Run 1, placed cells, one colour a class:
Fill, decap, tap and diode cells in grey.
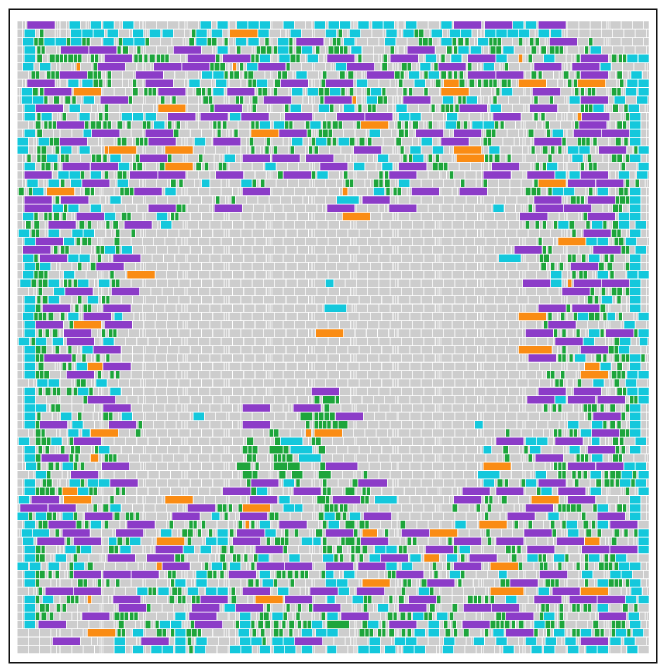
Run 1, clock routing:
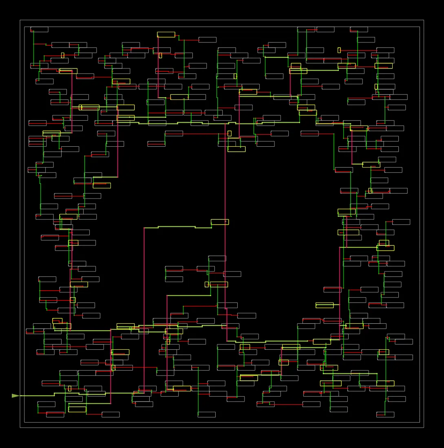
Run 1, signal metal coverage by tile:
The bar under the picture is 50 um long. The die is cut into 21 by 21 equal tiles; dark blue is low, red is high, scaled to the fullest tile. Values are wire area over tile area, all layers added.
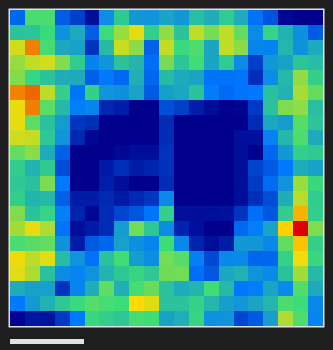
Run 1, the metal 3 layer:
The bar under the picture is 50 um long.
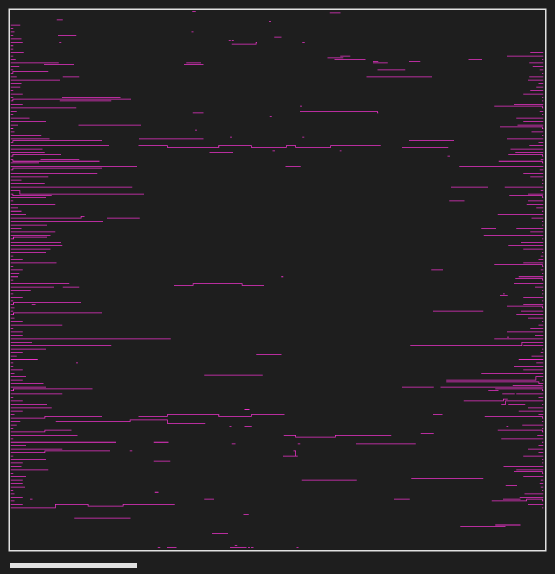
<file path="config.mk">
export PLATFORM = sky130hd
export DESIGN_NAME = aes_key_sched_ctrl
export DESIGN_NICKNAME = d
export VERILOG_FILES = /design/src/rtl/aes_pkg.sv /design/src/rtl/aes_rcon_gen.sv /design/src/rtl/aes_key_sched_ctrl.sv
export SDC_FILE = /design/constraint.sdc
export NUM_CORES = 1
export LEC_CHECK = 0
export ABC_AREA = 1
export CAP_MARGIN = 5
export CORE_AREA = 2 2 209 211
export DETAILED_ROUTE_END_ITERATION = 6
export DIE_AREA = 0 0 211 213
export SYNTH_ARGS = -nofsm -noshare
export SYNTH_HDL_FRONTEND = slang
export SYNTH_SLANG_ARGS = --single-unit
</file>
<file path="constraint.sdc">
create_clock -name clk -period 2.6 [get_ports clk]
set_input_delay 0.52 -clock clk [delete_from_list [all_inputs] [get_ports clk]]
set_output_delay 0.52 -clock clk [all_outputs]
set_load 0.05 [all_outputs]
</file>
<file path="src/rtl/aes_pkg.sv">
// Shared types, constants and the GF(2^8) doubling helper for the AES-128 key-schedule controller.
package aes_pkg;

  typedef logic [127:0] key_128;
  typedef logic [7:0]   ByteType;

  localparam ByteType RCON_INIT = 8'h01;

  typedef enum logic {
    IDLE   = 1'b0,
    EXPAND = 1'b1
  } ks_state_t;

  // Multiply by x in GF(2^8) modulo the AES polynomial.
  function automatic ByteType xtime(input ByteType b);
    return {b[6:0], 1'b0} ^ (b[7] ? 8'h1B : 8'h00);
  endfunction

endpackage

</file>
<file path="src/rtl/aes_rcon_gen.sv">
// Round-constant register: reloads to RCON_INIT or steps by xtime once per finished round.
module aes_rcon_gen
  import aes_pkg::*;
(
  input  logic    clk,
  input  logic    nrst,
  input  logic    load_i,
  input  logic    advance_i,
  output ByteType rcon_o
);

  ByteType rcon_q;

  always_ff @(posedge clk or negedge nrst) begin
    if (!nrst) begin
      rcon_q <= RCON_INIT;
    end else if (load_i) begin
      rcon_q <= RCON_INIT;
    end else if (advance_i) begin
      rcon_q <= xtime(rcon_q);
    end
  end

  assign rcon_o = rcon_q;

endmodule

</file>
<file path="src/rtl/aes_key_sched_ctrl.sv">
// Sequencer for the aes_key_gen datapath: streams round keys 0..NUM_ROUNDS, one strobe per round.
// Optional round-key cache (for reverse-order decryption) is enabled with AES_KEY_CACHE_EN.
module aes_key_sched_ctrl
  import aes_pkg::*;
#(
  parameter int unsigned PIPE_LAT   = 2,
  parameter int unsigned NUM_ROUNDS = 10
) (
  input  logic         clk,
  input  logic         nrst,
  input  logic         start_i,
  input  logic [127:0] key_i,
  output logic         ready_o,
  input  logic         hold_i,
  input  logic         abort_i,
  output logic         kg_en_o,
  output logic         kg_gen_key_o,
  output logic         kg_next_rnd_o,
  output logic [127:0] kg_key_o,
  output logic [7:0]   kg_rcon_o,
  input  logic [127:0] kg_key_i,
  output logic         rk_valid_o,
  output logic [3:0]   rk_round_o,
  output logic [127:0] rk_o,
  output logic         done_o
`ifdef AES_KEY_CACHE_EN
  ,
  input  logic [3:0]   rk_rd_addr_i,
  output logic [127:0] rk_rd_data_o,
  output logic         cache_valid_o
`endif
);

  localparam logic [2:0] WAIT_LAST = 3'(PIPE_LAT - 1);
  localparam logic [3:0] LAST_RND  = 4'(NUM_ROUNDS - 1);

  ks_state_t  state_q;
  logic [2:0] waitCnt_q;
  logic [3:0] round_q;
  key_128     kgKey_q;
  key_128     rk_q;
  logic       rkValid_q;
  logic [3:0] rkRound_q;
  logic       done_q;

  logic expand;
  logic accept;
  logic wrap;
  logic lastRound;
  logic rconLoad;
  logic rconAdvance;

  assign expand    = (state_q == EXPAND);
  assign ready_o   = (state_q == IDLE);
  assign accept    = start_i && ready_o;
  assign lastRound = (round_q == LAST_RND);
  // A round finishes on the last wait cycle unless stalled, cancelled, or already in the done cycle.
  assign wrap      = expand && !done_q && !hold_i && !abort_i && (waitCnt_q == WAIT_LAST);

  assign rconLoad    = accept || (expand && (abort_i || done_q));
  assign rconAdvance = wrap && !lastRound;

  assign kg_en_o       = expand && !hold_i;
  assign kg_gen_key_o  = expand;
  assign kg_next_rnd_o = expand && (round_q != 4'd0);
  assign kg_key_o      = kgKey_q;
  assign rk_valid_o    = rkValid_q;
  assign rk_round_o    = rkRound_q;
  assign rk_o          = rk_q;
  assign done_o        = done_q;

  aes_rcon_gen u_rcon (
    .clk      (clk),
    .nrst     (nrst),
    .load_i   (rconLoad),
    .advance_i(rconAdvance),
    .rcon_o   (kg_rcon_o)
  );

  // Round 0 is the raw key and is presented straight from the accept; the done cycle is held
  // in EXPAND so ready_o stays low for it and the return to IDLE happens one cycle later.
  always_ff @(posedge clk or negedge nrst) begin
    if (!nrst) begin
      state_q   <= IDLE;
      waitCnt_q <= '0;
      round_q   <= '0;
      kgKey_q   <= '0;
      rk_q      <= '0;
      rkValid_q <= 1'b0;
      rkRound_q <= '0;
      done_q    <= 1'b0;
    end else begin
      rkValid_q <= 1'b0;
      done_q    <= 1'b0;
      case (state_q)
        IDLE: begin
          if (start_i) begin
            state_q   <= EXPAND;
            kgKey_q   <= key_i;
            rk_q      <= key_i;
            rkValid_q <= 1'b1;
            rkRound_q <= 4'd0;
            round_q   <= 4'd0;
            waitCnt_q <= '0;
          end
        end
        EXPAND: begin
          if (abort_i || done_q) begin
            state_q <= IDLE;
          end else if (!hold_i) begin
            if (waitCnt_q == WAIT_LAST) begin
              waitCnt_q <= '0;
              round_q   <= round_q + 4'd1;
              rk_q      <= kg_key_i;
              rkValid_q <= 1'b1;
              rkRound_q <= round_q + 4'd1;
              done_q    <= lastRound;
            end else begin
              waitCnt_q <= waitCnt_q + 3'd1;
            end
          end
        end
        default: state_q <= IDLE;
      endcase
    end
  end

`ifdef AES_KEY_CACHE_EN
  localparam int CACHE_DEPTH = int'(NUM_ROUNDS) + 1;

  key_128     cache_q [CACHE_DEPTH];
  key_128     rdData_q;
  logic       cacheValid_q;
  logic       cacheWr;
  logic [3:0] cacheIdx;
  key_128     cacheData;

  assign cacheWr   = accept || wrap;
  assign cacheIdx  = accept ? 4'd0 : (round_q + 4'd1);
  assign cacheData = accept ? key_i : kg_key_i;

  // Every key that is strobed out is also written at its round index.
  always_ff @(posedge clk or negedge nrst) begin
    if (!nrst) begin
      for (int i = 0; i < CACHE_DEPTH; i++) begin
        cache_q[i] <= '0;
      end
      rdData_q     <= '0;
      cacheValid_q <= 1'b0;
    end else begin
      if (cacheWr) begin
        cache_q[cacheIdx] <= cacheData;
      end
      if (rk_rd_addr_i <= 4'(NUM_ROUNDS)) begin
        rdData_q <= cache_q[rk_rd_addr_i];
      end else begin
        rdData_q <= '0;
      end
      if (accept || (expand && abort_i)) begin
        cacheValid_q <= 1'b0;
      end else if (wrap && lastRound) begin
        cacheValid_q <= 1'b1;
      end
    end
  end

  assign rk_rd_data_o  = rdData_q;
  assign cache_valid_o = cacheValid_q;
`endif

endmodule

</file>
==> out/metrics.csv, run 1 <==
metric;value;unit
result of the run;finished clean;
Final WS setup;144;ps
clock period minus worst slack;2460;ps
proportion of total power due to net switching;45.2;%
antenna violations before repair;0;
final setup violation count;0;
fraction of the mapped netlist area in adder cells;0.312;%
Worst Setup EP;kg_rcon_o[0];
number of standard cells in the layout, taps in and fillers out;2549;
Setup crit start kind;flop;
Critical R2R Launch;kg_gen_key_o$_DFF_PN0_;
data required time of the worst path;2080;ps
post-route antenna net violation count;0;
Routed WL per cell;16.3;um
top post-synthesis cells by area;dfrtp_1 57%, nand2_1 21%, o21ai_0 11%, inv_1 4.3%, buf_6 1.9%;
Crit path buffers/inverters;1;
Min-Delay Path Depth;2;
total leakage power;9.08;nW
share of async-settable or async-resettable flops after synthesis;100;%
final worst path period share;94.5;%
worst slack after detailed placement;394;ps
xor and xnor area share after synthesis;0.364;%
vias per cell;4.41;
Compound Share, Synth;11.2;%
worst flop-to-flop path endpoint;rk_o[36]$_DFFE_PN0P_;
power spent charging and discharging nets;9.75;mW
worst-path maximum fanout;3;
setup fix buffers added after clock tree synthesis;0;
pin slew with the least headroom to its limit;722;ps
width of the die;211;um
total instance count after detailed placement;2489;
sequential fraction of the synthesis area;57.1;%
number of instances in the synthesized netlist;1474;
cells in synth_stat.txt;1474;
Crit. path cell count;1;
power density of the placed cells;1140;mW/mm2
Global Route Usage Sum;18.2;%
internal power of the cells;11.8;mW
Placed Area;0.0178;mm2
Slew HR;51.9;%
PortBufs;534;
post-CTS clock slew at the launch and capture registers of the worst setup and hold paths;60;ps
Largest delay share family, worst path;buffers and inverters;
clk_lat worst skew;530;ps
Mapped Nets;1738;
commonest register cell after synthesis;dfrtp_1;
starting utilization of the core area;28.1;%
area share of and/or/nand/nor cells after synthesis;22.1;%
mux cell area share after synthesis;0;%
cell at the root of the clock tree;clkbuf_16;
pin count of the biggest net entering global routing;122;
worst min-delay path endpoint;rk_o[34]$_DFFE_PN0P_;
Worst Path Arrival;1940;ps
maximum number of buffers from clock root to sink;3;
height of the die;213;um
most numerous cell in the Yosys netlist;nand2_1;
Nets;2244;
DRC violation total after the first TritonRoute iteration;586;
die area;0.0449;mm2
setup repair after global routing missed its margin;no;
top-area cell type share of the netlist area;56.9;%
share of layout cells above drive strength 1;4.49;%
worst ir drop on vdd;0.000514;V
class of the most critical hold timing path;reg -> reg;
Worst R2R Setup Slack;530;ps
cell with the largest stage delay on the worst path;clkdlybuf4s50_1;
Final Max Tran Viols;0;
number of register bits inferred by synthesis;274;
Final TNS setup;0;ps
Yosys cell types;24;
Cell Chain, Critical Path;clkdlybuf4s50_1;
CTS Buf Count;34;
CP max stage delay;850;ps
class of the most critical setup path;reg -> out;
first-pass GRT wire length;63.8;mm
post-synthesis instance area;0.0120;mm2
count of library flops with an enable pin;0;
Area Overhead vs Synth;57.7;%
level count of the clock H-tree;2;
max-cap viol count;0;
ant diodes;0;
synthesis warning total;0;
launch point of the critical path;u_rcon.rcon_o[0]$_DFFE_PN1P_;
I/O Pins;535;
overall power;21.5;mW
Placer Congestion;0.842;
Hold Fails Final Rpt;0;
vias after detailed routing;11200;
-- 'placed cells, one colour a class' (at the start) --
| colour | class | cells | share of their area |
|---|---|---|---|
| cyan | remaining buffers and delay cells | 557 | 31% |
| purple | sequential cells | 274 | 38% |
| green | remaining logic cells | 1113 | 25% |
| orange | clock drivers and dummy loads | 59 | 6.2% |
core region area: 0.0427 mm2
final core occ: 44.4%
Seq area share: 36.2%
# rows: 76
Design Area, Final: 0.0189 mm2

-- 'clock routing' (at the start) --
P_clk: 4.82 mW
number of sequential storage elements: 274
setup clock skew after layout: 21.4 ps
number of sinks on the clock net: 274

-- 'signal metal coverage by tile' (at the start) --
mean over tiles: 0.15
tiles over half the peak: 20%
fullest tile: 0.48
nearly empty tiles: 13%
emptiest ninth of the die: centre
densest ninth of the die: north-west

-- 'the metal 3 layer' (at the start) --
main direction: horizontal
nets with wire on the layer: 325
wire length on this layer: 3750 um
share of all routed wire: 9.0%

[run 1: metal layers]
metal	track usage, %	routed length (um)
met4	6.82	1420
met1	21.2	16500
met3	6.68	3750
met5	0	0
met2	30.6	19900
[run 1: sequential cells by signal, indices dropped and copies added (netlist names)]
name           count
rk_valid_o         1
rk_o             128
waitCnt_q          3
u_rcon.rcon_o      8
kg_gen_key_o       1
done_o             1
kg_key_o         128
rk_round_o         4
[run 1: power by group through the flow]
stage | logic [mW] | clock network, mW | registers [mW]
2_1_floorplan | 1.90 | 0 | 10.9
3_5_place_dp | 10.4 | 0 | 6.42
5_1_grt | 10.9 | 5.15 | 6.55
4_1_cts | 10.5 | 4.98 | 6.38
6_report | 10.4 | 4.82 | 6.37
3_3_place_gp | 10.4 | 0 | 6.39
[run 1: cell usage in the layout (no fill, tap or decap)]
cell             instances
bufinv_16                2
clkbuf_16               37
a21oi_1                  2
nand3_1                 14
dlygate4sd2_1            1
inv_1                  139
clkinv_2                 3
buf_4                   17
buf_8                    1
nand3_2                  1
o21ai_1                  3
nand2_8                  1
nand4_1                  1
nand2_2                  3
a31oi_1                  1
clkinvlp_4               1
dfrtp_4                  1
xor2_1                   4
clkbuf_1                 9
nand2_1                666
nor2_1                   4
xnor2_1                  1
clkdlybuf4s50_1        529
dlygate4sd3_1            1
ha_1                     3
o21a_1                   1
o21ai_0                262
inv_2                    3
nand2_4                  2
dfrtp_1                272
clkbuf_8                 7
dfstp_2                  1
buf_12                   8
nor2_4                   2
[run 1: area by class of cell]
type,count,area (um2)
inverter,142,533
multi-input combinational,971,4120
clock buffer,53,1060
clock inverter,6,82.6
timing repair buffer,557,5620
tap,546,683
fill,4237,23700
sequential,274,6860
[run 1: timing repair]
item,CTS,global route
hold endpoints to repair,45,0
endpoints found under the setup margin,1,0
hold buffers,1,0
gates resized,1,0
Run 1, M1 wires:
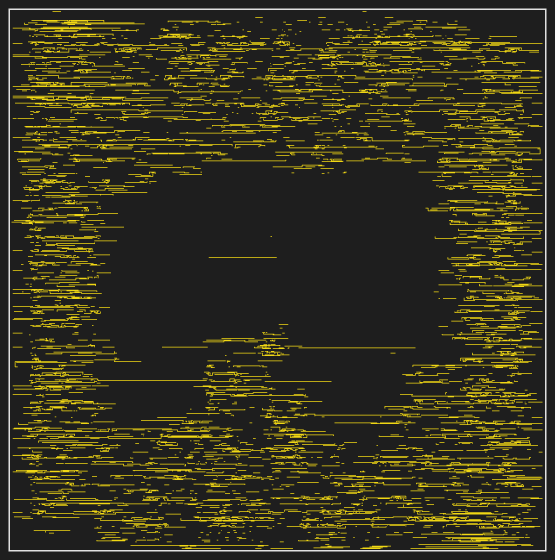

==> run 2, diff against run 1 <==
--- a/config.mk
+++ b/config.mk
@@ -10,6 +10,7 @@
 export CORE_AREA = 2 2 209 211
 export DETAILED_ROUTE_END_ITERATION = 6
 export DIE_AREA = 0 0 211 213
+export SKIP_CTS_REPAIR_TIMING = 1
 export SYNTH_ARGS = -nofsm -noshare
 export SYNTH_HDL_FRONTEND = slang
 export SYNTH_SLANG_ARGS = --single-unit
==> constraint.sdc (replaced) <==
create_clock -name clk -period 3 [get_ports clk]
set_input_delay 0.6 -clock clk [delete_from_list [all_inputs] [get_ports clk]]
set_output_delay 0.6 -clock clk [all_outputs]
set_load 0.05 [all_outputs]
Run 2, M1 wires:
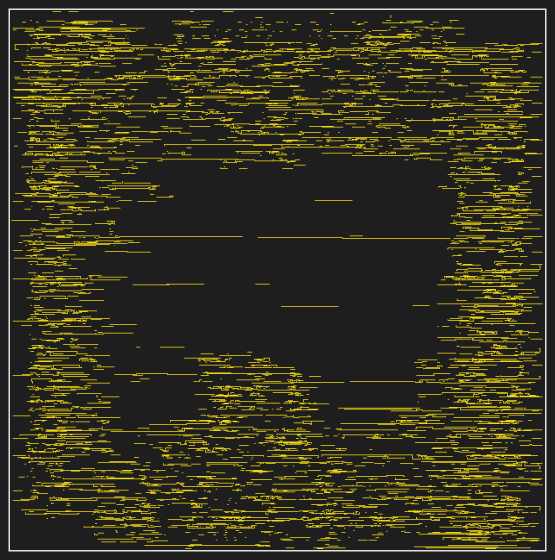
nets with wire on the layer: 1998
share of all routed wire: 40%
longest straight run: 58.9 um
met1 usage in global routing: 21.5%
vias after detailed routing: 11200
total length of routed wires: 41.3 mm

Run 2, clock routing:
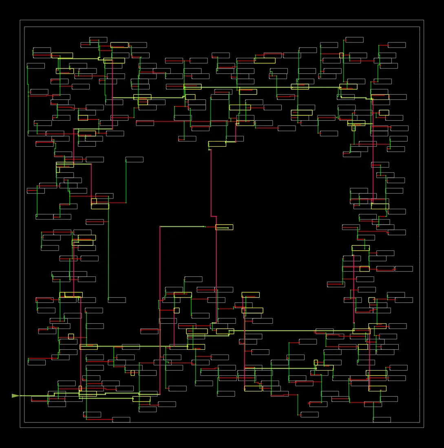
total of clock buffers placed in the layout: 38
setup clock skew after layout: 9.59 ps

==> out/metrics.csv, run 2 <==
metric;value;unit
result of the run;finished clean;
Design Area, Final;0.0190;mm2
count of library flops with an enable pin;0;
PortBufs;534;
combinational gate area;0.00412;mm2
commonest register cell after synthesis;dfrtp_1;
total leakage power;9.08;nW
setup repair after global routing missed its margin;no;
Cell Chain, Critical Path;inv_2, clkdlybuf4s50_1;
synthesis warning total;0;
number of standard cells in the layout, taps in and fillers out;2541;
sequential fraction of the synthesis area;57.1;%
Min-Delay Path Depth;2;
clock period minus worst slack;2780;ps
cells in synth_stat.txt;1474;
Final Max Tran Viols;0;
core region area;0.0427;mm2
highest routed layer;met4;
first-pass GRT wire length;63.4;mm
total instance count after detailed placement;2483;
Top Layout Cells;666 x nand2_1, 531 x clkdlybuf4s50_1, 272 x dfrtp_1;
share of async-settable or async-resettable flops after synthesis;100;%
width of the die;211;um
Worst Path Arrival;2180;ps
# rows;76;
data required time of the worst path;2400;ps
final setup violation count;0;
final core occ;44.4;%
clk_lat worst skew;560;ps
starting utilization of the core area;28.1;%
share of layout cells above drive strength 1;4.41;%
level count of the clock H-tree;1;
worst slack after detailed placement;422;ps
met3 layer usage reported by global route;5.59;%
Global Route Usage Sum;17.8;%
Routed WL per cell;16.3;um
Area Overhead vs Synth;57.8;%
most frequent logic cell in the layout;nand2_1;
vias per cell;4.41;
top post-synthesis cells by area;dfrtp_1 57%, nand2_1 21%, o21ai_0 11%, inv_1 4.3%, buf_6 1.9%;
Mapped Nets;1738;
cell at the root of the clock tree;clkbuf_16;
pin count of the biggest net entering global routing;130;
filler cell count in the final layout;4237;
maximum number of buffers from clock root to sink;3;
Slew HR;41.5;%
worst-path maximum fanout;9;
met2 routed wirelength;20.1;mm
max-cap viol count;0;
post-CTS clock slew at the launch and capture registers of the worst setup and hold paths;60;ps
## run 2: cell types whose count changed in the layout (fill, tap and decap cells not counted), sizes merged, moves of 2 or more
| cell | before | now |
|---|---|---|
| clkbuf | 53 | 38 |
| clkinvlp | 1 | 4 |
| clkinv | 3 | 6 |
| buf | 26 | 18 |
| bufinv | 2 | 9 |
| clkdlybuf4s50 | 529 | 531 |
## run 2: final timing paths
check / slack, ps / to / from
min in group asynchronous: 540 / kg_key_o[122]$_DFFE_PN0P_ / nrst
hold reg to reg: 470 / rk_o[72]$_DFFE_PN0P_ / rk_o[72]$_DFFE_PN0P_
setup / recovery: 220 / ready_o / kg_gen_key_o$_DFF_PN0_
max in group asynchronous: 1640 / kg_key_o[51]$_DFFE_PN0P_ / nrst
hold / removal: 470 / rk_o[72]$_DFFE_PN0P_ / rk_o[72]$_DFFE_PN0P_
setup reg to reg: 700 / rk_o[61]$_DFFE_PN0P_ / kg_gen_key_o$_DFF_PN0_
## run 2: worst max-delay path, delay by kind of cell (launching register included)
family / cells / cell delay (ps)
buf+inv: 2 / 1060
flops: 1 / 550
## run 2: cell families after synthesis
logic type	share of synthesized area (%)
AND/OR/NAND/NOR	22.1
flip-flops	57.1
AND-OR/OR-AND	11.2
buffers and inverters	8.87
XOR/XNOR	0.364
adder cells (fa/ha/maj)	0.312
## run 2: cell type report
cell class,instances,share of cell area [%]
repair buffers,551,29.4
inverters,142,2.81
clock inverters,19,1.76
well taps,546,3.60
flip-flops and latches,274,36.2
multi-input cells,971,21.7
clock buffers,38,4.55
## run 2: power by group
| group | internal, mW | switching (mW) | leakage, nW |
|---|---|---|---|
| combinational | 2.79 | 6.18 | 5.11 |
| sequential | 4.84 | 0.685 | 3.39 |
| clock | 2.80 | 1.59 | 0.578 |
| total | 10.4 | 8.46 | 9.08 |
Power and IR drop assume default switching activity.
